<file path="config.mk">
export PLATFORM = sky130hd
export DESIGN_NAME = serial_mag_compare
export DESIGN_NICKNAME = d
export VERILOG_FILES = /design/src/rtl/cmp_pkg.sv /design/src/rtl/bit_cmp.sv /design/src/rtl/serial_mag_compare.sv
export SDC_FILE = /design/constraint.sdc
export NUM_CORES = 1
export LEC_CHECK = 0
export ABC_AREA = 0
export CAP_MARGIN = 20
export CORE_MARGIN = 1
export CORE_UTILIZATION = 45
export CTS_BUF_LIST = sky130_fd_sc_hd__clkbuf_4
export CTS_CLUSTER_SIZE = 28
export DETAILED_ROUTE_END_ITERATION = 8
export PLACE_DENSITY = 0.73
export SYNTH_ARGS = -nofsm -noshare
export SYNTH_HDL_FRONTEND = slang
export SYNTH_SLANG_ARGS = --single-unit
</file>
<file path="constraint.sdc">
create_clock -name clk -period 1.8 [get_ports clk]
set_input_delay 0.36 -clock clk [delete_from_list [all_inputs] [get_ports clk]]
set_output_delay 0.36 -clock clk [all_outputs]
set_load 0.02 [all_outputs]
</file>
<file path="src/rtl/cmp_pkg.sv">
// Shared definitions for the bit-serial magnitude comparator.
package cmp_pkg;

   typedef enum logic [1:0] {
      ST_IDLE  = 2'd0,
      ST_SHIFT = 2'd1,
      ST_DONE  = 2'd2
   } state_t;

   // Bit index counter width; cnt only ever holds WIDTH-1 down to 0.
   function automatic int cnt_width(input int width);
      return $clog2(width);
   endfunction

endpackage

</file>
<file path="src/rtl/bit_cmp.sv">
// Single-bit greater/less cell.
module bit_cmp (
   input  logic x,
   input  logic y,
   output logic g,
   output logic l
);

   assign g = x & ~y;
   assign l = ~x & y;

endmodule

</file>
<file path="src/rtl/serial_mag_compare.sv">
// Bit-serial MSB-first unsigned magnitude comparator with registered gt/lt/eq
// flags and a one-cycle done pulse; fixed latency of WIDTH+1 cycles.
module serial_mag_compare
   import cmp_pkg::*;
#(
   parameter int WIDTH = 8
) (
   input  logic             clk,
   input  logic             rst,
   input  logic             start,
   input  logic [WIDTH-1:0] a,
   input  logic [WIDTH-1:0] b,
   output logic             busy,
   output logic             done,
   output logic             gt,
   output logic             lt,
   output logic             eq
);

   localparam int CW = cnt_width(WIDTH);

   state_t           state, state_nx;
   logic [WIDTH-1:0] sa, sb;
   logic [CW-1:0]    cnt;
   logic             decided, gt_acc, lt_acc;
   logic             g, l, gt_nx, lt_nx;
   logic             accept, last;

   bit_cmp u_cell (
      .x (sa[WIDTH-1]),
      .y (sb[WIDTH-1]),
      .g (g),
      .l (l)
   );

   assign accept = start & ((state == ST_IDLE) | (state == ST_DONE));
   assign last   = (cnt == '0);
   // First differing bit wins; later bits are masked once decided is set.
   assign gt_nx  = gt_acc | (~decided & g);
   assign lt_nx  = lt_acc | (~decided & l);

   assign busy = (state == ST_SHIFT);
   assign done = (state == ST_DONE);

   always_ff @(posedge clk) begin
      if (rst) state <= ST_IDLE;
      else     state <= state_nx;
   end

   always_comb begin
      state_nx = state;
      case (state)
         ST_IDLE:  if (start) state_nx = ST_SHIFT;
         ST_SHIFT: if (last)  state_nx = ST_DONE;
         ST_DONE:  state_nx = start ? ST_SHIFT : ST_IDLE;
         default:  state_nx = ST_IDLE;
      endcase
   end

   always_ff @(posedge clk) begin
      if (rst) begin
         sa      <= '0;
         sb      <= '0;
         cnt     <= '0;
         decided <= 1'b0;
         gt_acc  <= 1'b0;
         lt_acc  <= 1'b0;
         gt      <= 1'b0;
         lt      <= 1'b0;
         eq      <= 1'b0;
      end else if (accept) begin
         sa      <= a;
         sb      <= b;
         cnt     <= CW'(WIDTH - 1);
         decided <= 1'b0;
         gt_acc  <= 1'b0;
         lt_acc  <= 1'b0;
      end else if (state == ST_SHIFT) begin
         sa      <= {sa[WIDTH-2:0], 1'b0};
         sb      <= {sb[WIDTH-2:0], 1'b0};
         cnt     <= cnt - CW'(1);
         decided <= decided | g | l;
         gt_acc  <= gt_nx;
         lt_acc  <= lt_nx;
         // Result flags are loaded only on the edge that enters DONE.
         if (last) begin
            gt <= gt_nx;
            lt <= lt_nx;
            eq <= ~(gt_nx | lt_nx);
         end
      end
   end

endmodule

</file>
==> run summary, run 1 <==
Results of the full flow below.

Final layout:
- The run puts the signed area change from the synthesized netlist to the final layout at 20.3%.
- The run puts the finished layout cell area at ~0.0014 sq mm.
- The run puts the ratio of cells with drive above 1 in the final layout at 0.0897.
- The run gives the net count reported at finish as 167.
- 0 antenna diodes ended up in the layout.

STA:
- The final timing report lists clock skew as roughly 0.0059 ns.
- The run gives the total of endpoints with negative setup slack in the final report as 0.
- The run puts the transition time of the tightest slew-check pin at approximately 0.39 ns.
- Setup repair after global routing left no endpoint under its margin.
- The run gives the count of pins over their slew limit as 0.
- The run puts the minimum clock period at 1.64 ns.
- The run gives the highest achievable clock rate as between 600 and 700 MHz.
- The final timing report lists a hold violation count of 0.
- The run gives the final-layout setup total negative slack as 0 ns.
- The run gives the worst hold slack as between 0.4 and 0.5 ns.
- The run puts the normalized max-slew margin at 0.739.
- The run puts the final setup slack of the worst path at 0.159 ns.
- The run gives the portion of the clock cycle consumed by the worst path in the final layout as 0.912.

Critical path:
- Walking the worst path, the cells encountered are nand2b_2, inv_8, dlygate4sd2_1.
- The run puts the number of buffers and inverters on the critical path at 2.
- The run gives the data arrival time at the worst-slack endpoint as 1.28 ns.
- The run gives the worst setup path startpoint as state[1]$_SDFFE_PP0P_.
- The run gives the worst-path maximum fanout as 3.
- For this design, the slowest cell found on the critical path is sky130_fd_sc_hd__dfxtp_1.
- The run puts the critical path's largest stage delay at between 0.3 and 0.4 ns.
- The worst setup path is captured at a primary output.
- The worst setup path is of the flip-flop to primary output kind.
- STA classifies the critical path startpoint as a flip-flop.
- According to the timing report, the data required time at the worst endpoint equals between 1 and 1.5 ns.
- In this run the critical register-to-register path is launched from cnt[0]$_SDFFE_PP0P_.
- The cell family contributing the most delay on the critical path is buffers and inverters.

Detailed routing:
- The run puts the number of DRC markers in iteration 0 at 24.
- The detailed router reported a total wirelength of 2310 um.
- The run gives the number of routed nets with antenna violations as 0.
- The run gives the per-cell routed wire length as about 13 um.
- The routed layout has between 900 and 1000 vias.
- The run puts the routed via count divided by cell count at 5.61.
- The run gives the final routed DRC violation total as 0.
- The run gives the iteration tally of the first detailed-router pass as 4.

Logic synthesis:
- The run puts the summed instance area of the synthesized netlist at 0.00116 sq mm.
- Per the synth log, the flip-flop and latch total comes to 27.
- Per the synthesis report, the dominant area consumer among library cells is sky130_fd_sc_hd__dfxtp_1.
- The run puts the number of different library cells in the post-synthesis netlist at 24.
- The run gives the dominant kind of combinational cell as AND-OR/OR-AND gates.
- The run gives the share of the yosys chip area belonging to registers as 0.466.
- By area the synthesized netlist is led by sky130_fd_sc_hd__dfxtp_1 47%, sky130_fd_sc_hd__a21oi_1 9.5%, sky130_fd_sc_hd__a22oi_1 9.1%.
- The Yosys step of the flow raised 0 warnings.
- The run gives the most popular library cell in the synthesized design by count as sky130_fd_sc_hd__dfxtp_1.
- The run gives the most frequently used flop master after synthesis as sky130_fd_sc_hd__dfxtp_1.
- The run gives the async set or reset register ratio after synthesis as 0.
- The synth_stat.txt file lists the number of cells as about 130.
- For reference, the mux area share after synthesis is 0.
- The run gives the number of enable flip-flop cells as 0.
- The run gives the area fraction in xor and xnor cells as 0.00754.
- The run puts the and-or/or-and share of the synthesized area at 0.221.
- The run puts the area share of the leading cell type in the synthesized netlist at 0.466.
- After technology mapping, the gate count stands at between 100 and 150.
- Counting every net in the synthesized netlist gives about 150.
- The run gives the area of the synthesized netlist per yosys stat as 0.00116 sq mm.
- The run puts the mean cell area of the mapped netlist at ~9.3 sq um.
- Ranked by instance count, the synthesized netlist is headed by 27 x sky130_fd_sc_hd__dfxtp_1, 22 x sky130_fd_sc_hd__a21oi_1, 16 x sky130_fd_sc_hd__nand3_1.
- The cell-mix breakdown from Yosys lists the simple-gate area share as 0.183.
- The run puts the adder-cell share of the synthesized area at 0.0216.

Power:
- The run gives the power share of the combinational group as 0.215.
- The completed layout was analyzed and its total power is 1.18 mW.
- Dividing total power by cell area gives a power density of about 840 mW/mm^2.
- Of the total power, registers draw 0.570.
- The run puts the switching part of the total power at 0.283.
- The internal power of the cells totals 0.846 mW.
- Summed over all cells, the static leakage comes to ~0.53 nW.
- The run gives the highest ir drop seen on vdd as 0.545 mV.
- The run gives the net switching component of the power as 0.334 mW.
- The run puts the clock share of power at 0.215.

Clocking:
- The run puts the clock insertion delay at the later pin of the skew report at between 0.3 and 0.4 ns.
- The run gives the post-CTS clock slew at the launch and capture registers of the worst setup and hold paths as ~0.14 ns.
- TritonCTS built the clock tree.
- The run puts the total CTS buffers at 3.
- Looking at the clock tree report, the root buffer type is sky130_fd_sc_hd__clkbuf_4.
- The run puts the buffer depth of the longest clock path at 2.
- The run gives the depth of the CTS H-tree as 1.
- The run gives the clock net sink count as 27.

GRT:
- The run gives the number of global-route vias before repair as around 900.
- The run gives the global-route wire length before repair as about 3800 um.
- The run puts the global-route met1 utilization at 0.212.
- The run gives the maximum number of pins on one net before global-route repair as 28.
- The global router reports that the layer with the highest usage is met2.
- The run puts the total overflow reported by the global router at 0.
- The run puts the overall track demand over capacity in global routing at 0.190.
- met2 track demand over resource after global routing is 0.352.
- The run gives the number of antenna violations at the first check in global routing as 0.
- In the global route stage, met3 resource usage came out at 0.0261.

Floorplanning:
- From bottom edge to top edge, the die measures approximately 53 um.
- The report lists the number of standard-cell rows as 18.
- The run gives the placeable core region as 0.00245 sq mm.
- The floorplan step defined a die boundary enclosing approximately 0.0028 sq mm.
- 24 I/O pins were placed.
- The run gives the x dimension of the die as about 53 um.
- The floorplan step records an initial core utilization of 0.473.

Run:
- The stage logs contain a warning count of 26.
- The run gives the number of max-cap violations as 0.

Placed design:
- Per the post-place timing report, worst setup slack is roughly 0.15 ns.
- The run gives the cell count after placement as approximately 170.
- The HPWL after detailed placement is 1550 um.
- The placement stage leaves a total instance area of around 0.0014 sq mm.
- During placement, the flow inserted port buffers numbering 23.
- The run puts the placer's final routability congestion estimate at 0.726.

Hold path:
- Note that the worst hold path type here is flip-flop to flip-flop.
- The run gives the startpoint of the most critical hold path as eq$_SDFFE_PP0P_.

Status:
- The flow ran to the end, and the final reports show no timing, DRC or antenna violations.
==> run 1: path summary, 6_finish.rpt <==
kind	end	slack, ns	cells past startpoint
max	busy	0.16	3
min	eq$_SDFFE_PP0P_	0.48	2
max reg2reg	eq$_SDFFE_PP0P_	0.23	6
min reg2reg	eq$_SDFFE_PP0P_	0.48	2
==> run 1: cell usage in the layout (no fill, tap or decap) <==
cell type | netlist | layout
sky130_fd_sc_hd__a2111o_1 | 1 | 1
sky130_fd_sc_hd__a211oi_1 | 3 | 3
sky130_fd_sc_hd__a21oi_1 | 22 | 22
sky130_fd_sc_hd__a22oi_1 | 14 | 14
sky130_fd_sc_hd__and2b_1 | 1 | 1
sky130_fd_sc_hd__and2b_2 | 1 | 1
sky130_fd_sc_hd__buf_4 | 1 | 4
sky130_fd_sc_hd__clkbuf_4 | 0 | 3
sky130_fd_sc_hd__clkdlybuf4s50_1 | 0 | 21
sky130_fd_sc_hd__clkinv_2 | 0 | 1
sky130_fd_sc_hd__dfxtp_1 | 27 | 26
sky130_fd_sc_hd__dfxtp_2 | 0 | 1
sky130_fd_sc_hd__dlygate4sd2_1 | 0 | 2
sky130_fd_sc_hd__ha_1 | 2 | 2
sky130_fd_sc_hd__inv_1 | 4 | 4
sky130_fd_sc_hd__inv_8 | 1 | 1
sky130_fd_sc_hd__nand2_1 | 3 | 3
sky130_fd_sc_hd__nand2b_1 | 2 | 1
sky130_fd_sc_hd__nand2b_2 | 0 | 1
sky130_fd_sc_hd__nand3_1 | 16 | 16
sky130_fd_sc_hd__nand3b_4 | 1 | 1
sky130_fd_sc_hd__nor2_1 | 2 | 2
sky130_fd_sc_hd__nor3_1 | 10 | 10
sky130_fd_sc_hd__nor3b_1 | 2 | 2
sky130_fd_sc_hd__o21a_1 | 1 | 1
sky130_fd_sc_hd__xor2_1 | 1 | 1
==> run 1: area by class of cell <==
class / instances / area (sq um)
Sequential cell: 27 / 542
Tap cell: 30 / 37.5
Fill cell: 234 / 1060
Inverter: 5 / 26.3
Timing Repair Buffer: 27 / 258
Clock buffer: 3 / 22.5
Multi-Input combinational cell: 82 / 505
Clock inverter: 1 / 5.00
==> run 1: flip-flops by register name, indices dropped and copies added, names as in the netlist <==
signal	count
decided	1
sa	8
eq	1
lt_acc	1
cnt	3
gt_acc	1
state	2
sb	8
lt	1
gt	1
==> run 1: metal layers <==
layer | routed length (um) | vias up | share of wire
li1 | - | 495 | -
met1 | 1070 | 469 | 0.46
met2 | 1160 | 16 | 0.50
met3 | 60 | 2 | 0.026
met4 | 20 | 0 | 0.0087
met5 | 0 | - | 0
==> run 1: worst min-delay path, delay by kind of cell (launching register included) <==
family,cells,cell delay (ns)
compound gates,1,0.05
simple gates,1,0.05
flops,1,0.34
==> run 1: power by group through the flow <==
stage                     logic [mW]  registers [mW]  clock network, mW
final                          0.253           0.673              0.253
after global routing           0.280           0.679              0.292
after CTS                      0.255           0.672              0.261
after detailed placement       0.254           0.685                  0
after global placement         0.246           0.682                  0
after floorplan                0.179           0.685                  0
==> run 1: what timing repair did <==
item | in CTS | in global routing
hold buffers | 0 | 0
gates resized | 4 | 0
endpoints found under the setup margin | 2 | 0
buffers inserted | 0 | 0
Run 1, power grid:
Scale: 10 px per um. Pins as bars on the die edge. Tap cells in gray.
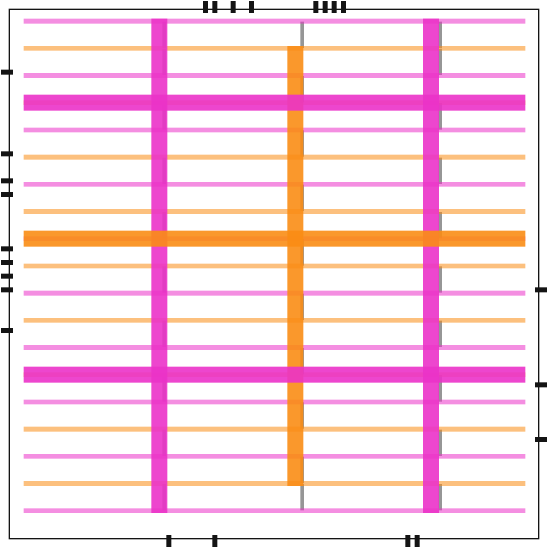
net	color
VDD	orange
VSS	magenta
met4 straps	3
rows	18

Run 1, signal wires on met2:
Scale: 8 px per um. Cells faint in the background.
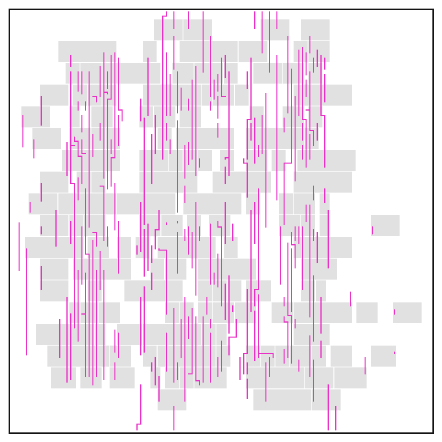
nets with wire on the layer	143
wire length on this layer	1160 um
share of all routed wire	50%
longest straight run	19.4 um
main direction	vertical

Run 1, cell outlines without signal wires:
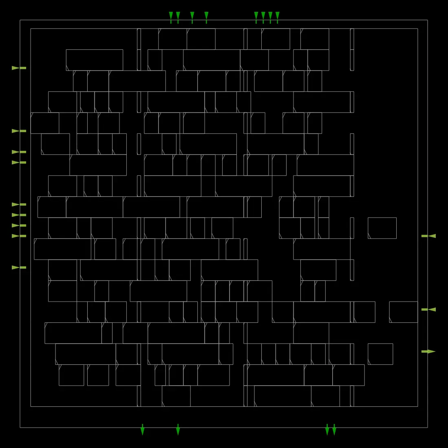
number of standard cells in the final layout excluding fillers: 175
sequential cell area share: 0.388
Post-Route Utilization: 0.569

==> inputs of run 2 (changes only) <==
--- a/config.mk
+++ b/config.mk
@@ -16,3 +16,4 @@
 export SYNTH_ARGS = -nofsm -noshare
 export SYNTH_HDL_FRONTEND = slang
 export SYNTH_SLANG_ARGS = --single-unit
+export TNS_END_PERCENT = 1
Run 2, routed metal, one color a layer:
Scale: 8 px per um. Two of the layers only.
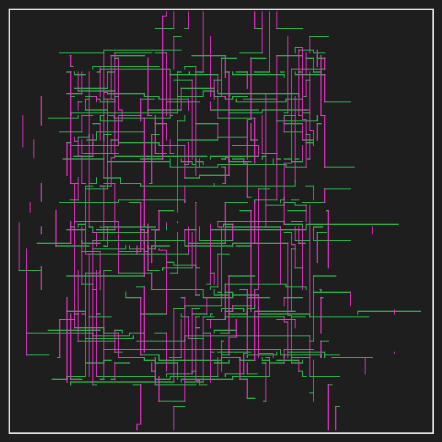
layer	color	wire length
M2	magenta	1160 um
M1	green	1070 um

Run 2, signal wires on met2:
Scale: 8 px per um. Cells faint in the background.
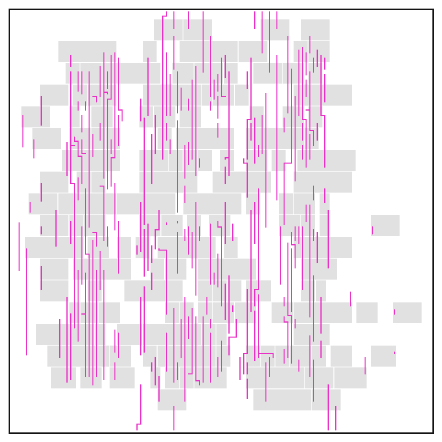
nets with wire on the layer	143
longest straight run	19.4 um
wire length on this layer	1160 um

==> run 2 against run 1 <==
Net effect:
- sequential cell count is the same
- total power stayed put
- area after synthesis is the same
- critical path depth stayed put
- clock-buffer cell count stayed put
- critical endpoint unchanged
- register-to-register slack about the same
- wire length unchanged
- die size unchanged
- highest routed layer unchanged
- non-clock buffer count unchanged
- maximum frequency did not move
- clock skew did not move
==> run summary, run 2 <==
Results of the full flow below.

Clocking:
- The run gives the clock net sink count as 27 (unchanged).
- The clock insertion delay at the later pin of the skew report is 0.31 ns (about the same).
- The run puts the total CTS buffers at 3 (unchanged).
- The run gives the root buffer cell as sky130_fd_sc_hd__clkbuf_4.
- The run gives the post-CTS clock slew at the launch and capture registers of the worst setup and hold paths as 0.14 ns (about the same).
- The run gives the buffer depth of the longest clock path as 2 (unchanged).
- The depth of the CTS H-tree was 1 (unchanged).
- TritonCTS built the clock tree.

Final layout:
- The run gives the end-of-flow core utilization as 0.569 (unchanged).
- The run gives the signed area change from the synthesized netlist to the final layout as 20.3% (unchanged).
- The run gives the count of non-filler cells in the finished layout as 175 (unchanged).
- The registers reported with the highest flop counts are sa x8, sb x8, cnt x3.
- Per the cell usage report, the commonest logic cell in the layout is sky130_fd_sc_hd__dfxtp_1.
- The run gives the ratio of cells with drive above 1 in the final layout as 0.0897 (unchanged).
- The run gives the number of antenna cells inserted as 0 (unchanged).
- The run puts the number of inserted filler cells in the final layout at 234 (unchanged).
- By instance count after routing, the leading logic cell types are 26 x sky130_fd_sc_hd__dfxtp_1, 22 x sky130_fd_sc_hd__a21oi_1, 21 x sky130_fd_sc_hd__clkdlybuf4s50_1.
- The run puts the net count reported at finish at 167 (unchanged).
- The run gives the area taken by flip-flops and latches as 542 sq um (unchanged).
- The combinational cell area excluding buffers and inverters was 505 sq um (unchanged).

Run:
- The run gives the tally of OpenROAD warnings as 26 (unchanged).
- The number of max-cap violations is 0 (unchanged).

Critical path:
- Looking at the critical path, the single cell with the biggest stage delay is sky130_fd_sc_hd__dfxtp_1.
- The worst setup path is launched from a flip-flop.
- The worst setup path is captured at a primary output.
- The number of buffers and inverters on the critical path is 2 (unchanged).
- The run puts the logic depth of the worst register-to-register path at 6 (unchanged).
- In the setup report, the worst path falls into the class flip-flop to primary output.
- The run gives the data arrival time at the worst-slack endpoint as 1.28 ns (about the same).
- The critical path's largest stage delay was 0.35 ns (about the same).
- In this run the critical path is formed by nand2b_2, inv_8, dlygate4sd2_1.
- The worst-path maximum fanout is 3 (unchanged).
- The run puts the path length in cells of the critical path at 3 (unchanged).
- The run gives the gate family responsible for the most delay along the worst path as buffers and inverters.
- The run puts the required time at the worst-slack endpoint at 1.44 ns (about the same).

GRT:
- The run gives the total overflow reported by the global router as 0 (unchanged).
- The number of antenna violations at the first check in global routing came to 0 (unchanged).
- The run gives the overall track demand over capacity in global routing as 0.190 (unchanged).
- The run gives the maximum number of pins on one net before global-route repair as 28 (unchanged).
- The number of global-route vias before repair was 903 (unchanged).
- The run puts the global-route wire length before repair at 3820 um (unchanged).

Placed design:
- The final HPWL from detailed placement was 1550 um (unchanged).
- The pre-CTS setup slack came to 0.155 ns (unchanged).
- The run gives the port buffer count as 23 (unchanged).
- The placer's final routability congestion estimate is 0.726 (unchanged).
- The run puts the cell count after placement at 171 (unchanged).

Logic synthesis:
- The run gives the and-or/or-and share of the synthesized area as 0.221 (unchanged).
- Sorting the synthesis cell report by count puts at the top sky130_fd_sc_hd__dfxtp_1.
- The run puts the simple-gate portion of the synthesized area at 0.183 (unchanged).
- The run puts the async set or reset register ratio after synthesis at 0 (unchanged).
- The flip-flop and latch count after synthesis came to 27 (unchanged).
- sky130_fd_sc_hd__dfxtp_1 takes more of the synthesized area than any other cell.
- The run gives the area of the synthesized netlist per yosys stat as 0.00116 sq mm (unchanged).
- The run gives the adder-cell share of the synthesized area as 0.0216 (unchanged).
- The number of enable flip-flop cells came to 0 (unchanged).
- Counting instances in the post-synthesis netlist gives the leading cell types as 27 x sky130_fd_sc_hd__dfxtp_1, 22 x sky130_fd_sc_hd__a21oi_1, 16 x sky130_fd_sc_hd__nand3_1.
- The run gives the synthesized instance count as 125 (unchanged).
- The run puts the number of nets at floorplan at 146 (unchanged).
- The run gives the area share of the leading cell type in the synthesized netlist as 0.466 (unchanged).
- The run puts the count of synthesis-stage warnings from yosys at 0 (unchanged).
- In the post-synthesis netlist, the biggest area contributors are sky130_fd_sc_hd__dfxtp_1 47%, sky130_fd_sc_hd__a21oi_1 9.5%, sky130_fd_sc_hd__a22oi_1 9.1%.
- The run puts the total cells reported by yosys after synthesis at 125 (unchanged).
- The run puts the area fraction in xor and xnor cells at 0.00754 (unchanged).
- The run puts the share of the yosys chip area belonging to registers at 0.466 (unchanged).
- The run gives the share of cell area taken by muxes after synthesis as 0 (unchanged).
- The run puts the summed instance area of the synthesized netlist at 0.00116 sq mm (unchanged).
- The run puts the mean cell area of the mapped netlist at 9.29 sq um (unchanged).
- By area, the combinational part of the netlist is dominated by AND-OR/OR-AND gates.
- The run puts the number of different library cells in the post-synthesis netlist at 24 (unchanged).
- Post-synth the commonest register cell is sky130_fd_sc_hd__dfxtp_1.

STA:
- The run puts the count of pins over their slew limit at 0 (unchanged).
- The run gives the worst-case clock skew as 0.00588 ns (unchanged).
- The run puts the normalized max-slew margin at 0.739 (unchanged).
- The run puts the hold violation total from the final report at 0 (unchanged).
- The run puts the final-layout setup total negative slack at 0 ns (unchanged).
- The run gives the final setup slack of the worst path as 0.159 ns (unchanged).
- Setup repair after global routing left no endpoint under its margin.
- The portion of the clock cycle consumed by the worst path in the final layout is 0.912 (unchanged).
- The run gives the transition time of the tightest slew-check pin as 0.391 ns (unchanged).
- The run gives the total of endpoints with negative setup slack in the final report as 0 (unchanged).
- The minimum clock period was 1.64 ns (unchanged).
- The highest achievable clock rate is 609 MHz (unchanged).

Detailed routing:
- The iteration tally of the first detailed-router pass came to 4 (unchanged).
- The total wire length came to 2310 um (unchanged).
- The run gives the number of routed nets with antenna violations as 0 (unchanged).
- The final routed DRC violation total was 0 (unchanged).
- The run gives the via count as 982 (unchanged).
- The run puts the routed via count divided by cell count at 5.61 (unchanged).
- The number of DRC markers in iteration 0 came to 24 (unchanged).
- The run gives the per-cell routed wire length as 13.2 um (unchanged).

Hold path:
- The path class of the tightest hold or removal check is flip-flop to flip-flop.
- The run puts the depth of the worst hold-timing path at 2 (unchanged).

Status:
- The flow ran to the end, and the final reports show no timing, DRC or antenna violations.

Power:
- The sequential share of power came to 0.570 (about the same).
- The power share of the combinational group was 0.215 (about the same).
- The total power came to 1.18 mW (unchanged).
- The run puts the static leakage at 0.531 nW (unchanged).
- The run puts the net switching component of the power at 0.334 mW (unchanged).
- The run puts the highest ir drop seen on vdd at 0.545 mV (unchanged).
- The run gives the power density of the placed cells as 845 mW/mm^2 (unchanged).
- The run gives the switching part of the total power as 0.283 (unchanged).
- The run puts the internal power consumption at 0.846 mW (unchanged).
- The run puts the clock share of power at 0.215 (about the same).

Floorplanning:
- The die height is 52.8 um (unchanged).
- The run puts the floorplan row count at 18 (unchanged).
- The run puts the x dimension of the die at 52.8 um (unchanged).
- The run gives the core utilization at floorplan as 0.473 (unchanged).
- The top-level I/O count is 24 (unchanged).
- The run puts the placeable core region at 0.00245 sq mm (unchanged).
- The chip area came to 0.00279 sq mm (unchanged).
[run 2: cell families (layout without fill, tap and decap cells)]
| group | after synthesis | count (layout) |
|---|---|---|
| AND-OR/OR-AND | 41 | 41 |
| XOR/XNOR | 1 | 1 |
| adder cells (fa/ha/maj) | 2 | 2 |
| buffers and inverters | 16 | 36 |
| flip-flops | 27 | 27 |
| AND/OR/NAND/NOR | 38 | 38 |
[run 2: cell type report]
cell class / instances / area share
tap: 30 / 0.0269
clock inverter: 1 / 0.00358
inverter: 5 / 0.0188
sequential: 27 / 0.388
multi-input combinational: 82 / 0.362
timing repair buffer: 27 / 0.185
clock buffer: 3 / 0.0161
[run 2: routing by layer]
layer / vias to the layer above / share of wire / track usage / wire length [um]
li1: 495 / - / - / -
met1: 469 / 0.46 / 0.212 / 1070
met2: 16 / 0.50 / 0.352 / 1160
met3: 2 / 0.026 / 0.0261 / 60
met4: 0 / 0.0087 / 0.0789 / 20
met5: - / 0 / 0 / 0
[run 2: final timing paths]
check	from	to	slack [ns]
worst max-delay path	state[1]$_SDFFE_PP0P_	busy	0.16
worst min-delay path	eq$_SDFFE_PP0P_	eq$_SDFFE_PP0P_	0.48
worst max register to register	cnt[0]$_SDFFE_PP0P_	eq$_SDFFE_PP0P_	0.23
worst min register to register	eq$_SDFFE_PP0P_	eq$_SDFFE_PP0P_	0.48
[run 2: tightest hold or removal path, delay by kind of cell, from the launching register on]
kind,cells,cell delay [ns]
flops,1,0.34
simple gates,1,0.05
compound gates,1,0.05
[run 2: stage by stage]
stage               instance area, sq um  hold slack (ns)
global placement                    1370            0.440
CTS                                 1400            0.481
finish                              1400            0.478
detailed placement                  1370            0.460
floorplan                           1160            0.443
global route                        1400            0.497
[run 2: power groups by stage]
stage	Sequential (mW)	Clock [mW]	Combinational, mW
floorplan	0.685	0	0.179
CTS	0.672	0.261	0.255
detailed placement	0.685	0	0.254
global route	0.679	0.292	0.280
global placement	0.682	0	0.246
finish	0.673	0.253	0.253
[run 2: repair_timing]
| action | 4_1_cts | 5_1_grt |
|---|---|---|
| endpoints found under the setup margin | 2 | 0 |
| gates resized | 4 | 0 |
| hold buffers | 0 | 0 |
| buffers inserted | 0 | 0 |
Power and IR drop assume default switching activity.
